metal_stack.png
Scale: 1.5 px per micron. Two of the layers only.
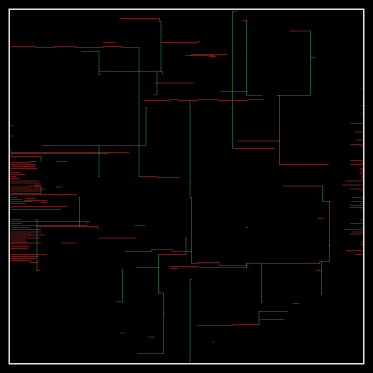
final_placement.png
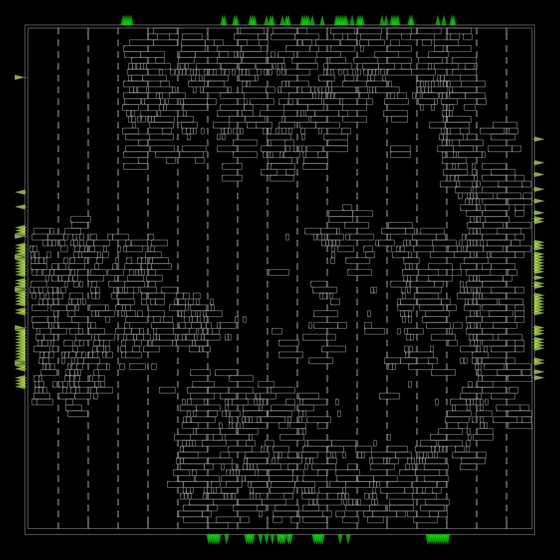
wire_density.png
Scale: 1 px per micron. The die is cut into 24 by 24 equal tiles; dark purple is low, yellow is high, scaled to the fullest tile. Values are wire area over tile area, all layers added.
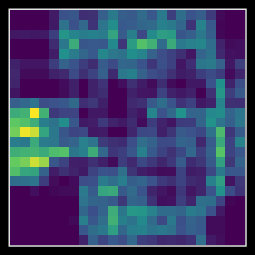
drive_strength.png
Scale: 1.5 px per micron.
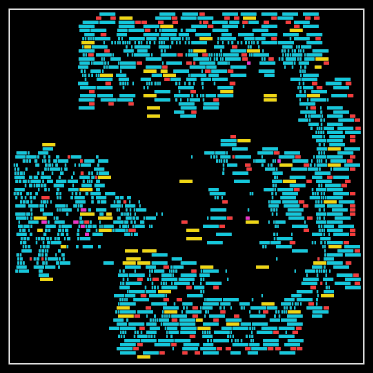
Design spi_packet_rx, sky130hd; sources not shown.
==> impl_metrics.json <==
{
  "finalCritPeriodShare": 0.486,
  "clkPwrFrac": 0.464,
  "power_frac_comb": 0.006,
  "maxSlewViolCount": 0,
  "largest_reg_flops": 256,
  "crit_buf_inv": 2,
  "final_util": 0.350,
  "seq_area_frac": 0.612,
  "syn_area_per_cell_sq_um": 12.8,
  "numCtsBuffers": 46,
  "edf_count": 256,
  "tns_ns": 0,
  "ys_cells": 1276,
  "path_class": "reg -> out",
  "cts_root_buffer": "clkbuf_16",
  "comb-power_uw": 25.3,
  "hpwl_microns": 22300,
  "grt_max_degree": 53,
  "end_kind": "primary output",
  "drtPass1Iterations": 5,
  "cts_setup_buffers": 0,
  "synth_cell_types": 50,
  "most_common_cell": "nand2_1",
  "regArea_sq_um": 11500,
  "viasPerCell": 4.63,
  "slew_headroom": 0.247,
  "peakVddDrop_uv": 120,
  "critPathTopFamily": "buffers and inverters",
  "pin_count": 171,
  "grt_overflow": 0,
  "path_max_fanout": 10,
  "synth_nets": 1286,
  "clkbuf_count": 63,
  "pwr-share-seq": 0.530,
  "logic_area_sq_um": 4500,
  "comb_share": 0.239,
  "yosys_area_sq_um": 16300,
  "path_depth": 3,
  "status": "finished, final reports clean",
  "pg_clk_mw": 1.97,
  "ys_seq_frac": 0.705,
  "logic_gates": 749,
  "synth_top_area_share": 0.471,
  "cts_max_path_buffers": 3,
  "clock.fmax_mhz": 241,
  "post-place-ws_ns": 4.74,
  "p_per_area_nw_per_um2": 226,
  "worstPathRequired_ns": 7.22,
  "rsz0062_at_grt": "no",
  "n_antenna_cell": 0,
  "worst_pin_slew_ns": 1.13,
  "die_x_microns": 235,
  "io_buffers": 0,
  "layout_top_cell": "nand2_1",
  "drive_above_1_share": 0.158
}
-- metal_stack.png (at the start) --
- red: met3 (wire length 2230 microns)
- green: met4 (wire length 859 microns)
gr usage total: 0.124
vias: 9551
Wirelength per Cell: 16.8 microns
DRT Wirelength: 34600 microns

-- final_placement.png (at the start) --
non-filler cells, final: 2062
# Taps: 696
flop count: 447

-- wire_density.png (at the start) --
- densest ninth of the die: left middle
- fullest tile: 0.44
- tiles over half the peak: 8.9%
- nearly empty tiles: 17%
- emptiest ninth of the die: bottom left
- mean over tiles: 0.10

-- drive_strength.png (at the start) --
- red: drive 2 (cells 145; share 11%)
- magenta: drive 3 to 4 (cells 8; share 0.59%)
- cyan: drive 1 or less (cells 1150; share 84%)
- yellow: drive 6 and up (cells 63; share 4.6%)
post-layout instance area: 18800 sq um
fin worst setup slack: 4.40 ns
Area Overhead vs Synth: 15.2%
bufs w/o clock: 74

cells by family (layout without fill, tap and decap cells):
kind of cell             Yosys count  after routing  share of synthesized area
AND-OR/OR-AND                    204            204                     0.0663
flip-flops                       447            447                      0.705
buffers and inverters             80            170                     0.0198
AND/OR/NAND/NOR                  398            398                      0.109
adder cells (fa/ha/maj)            4              4                    0.00306
multiplexers                     131            131                     0.0901
XOR/XNOR                          12             12                    0.00644
layer usage:
| metal | wire, microns | GRT usage |
|---|---|---|
| met4 | 859 | 0.0402 |
| met5 | 34 | 0 |
| met3 | 2230 | 0.0394 |
| met1 | 15400 | 0.158 |
| met2 | 16100 | 0.199 |
Power figures rest on the tool's default switching activity, not on a simulated workload.
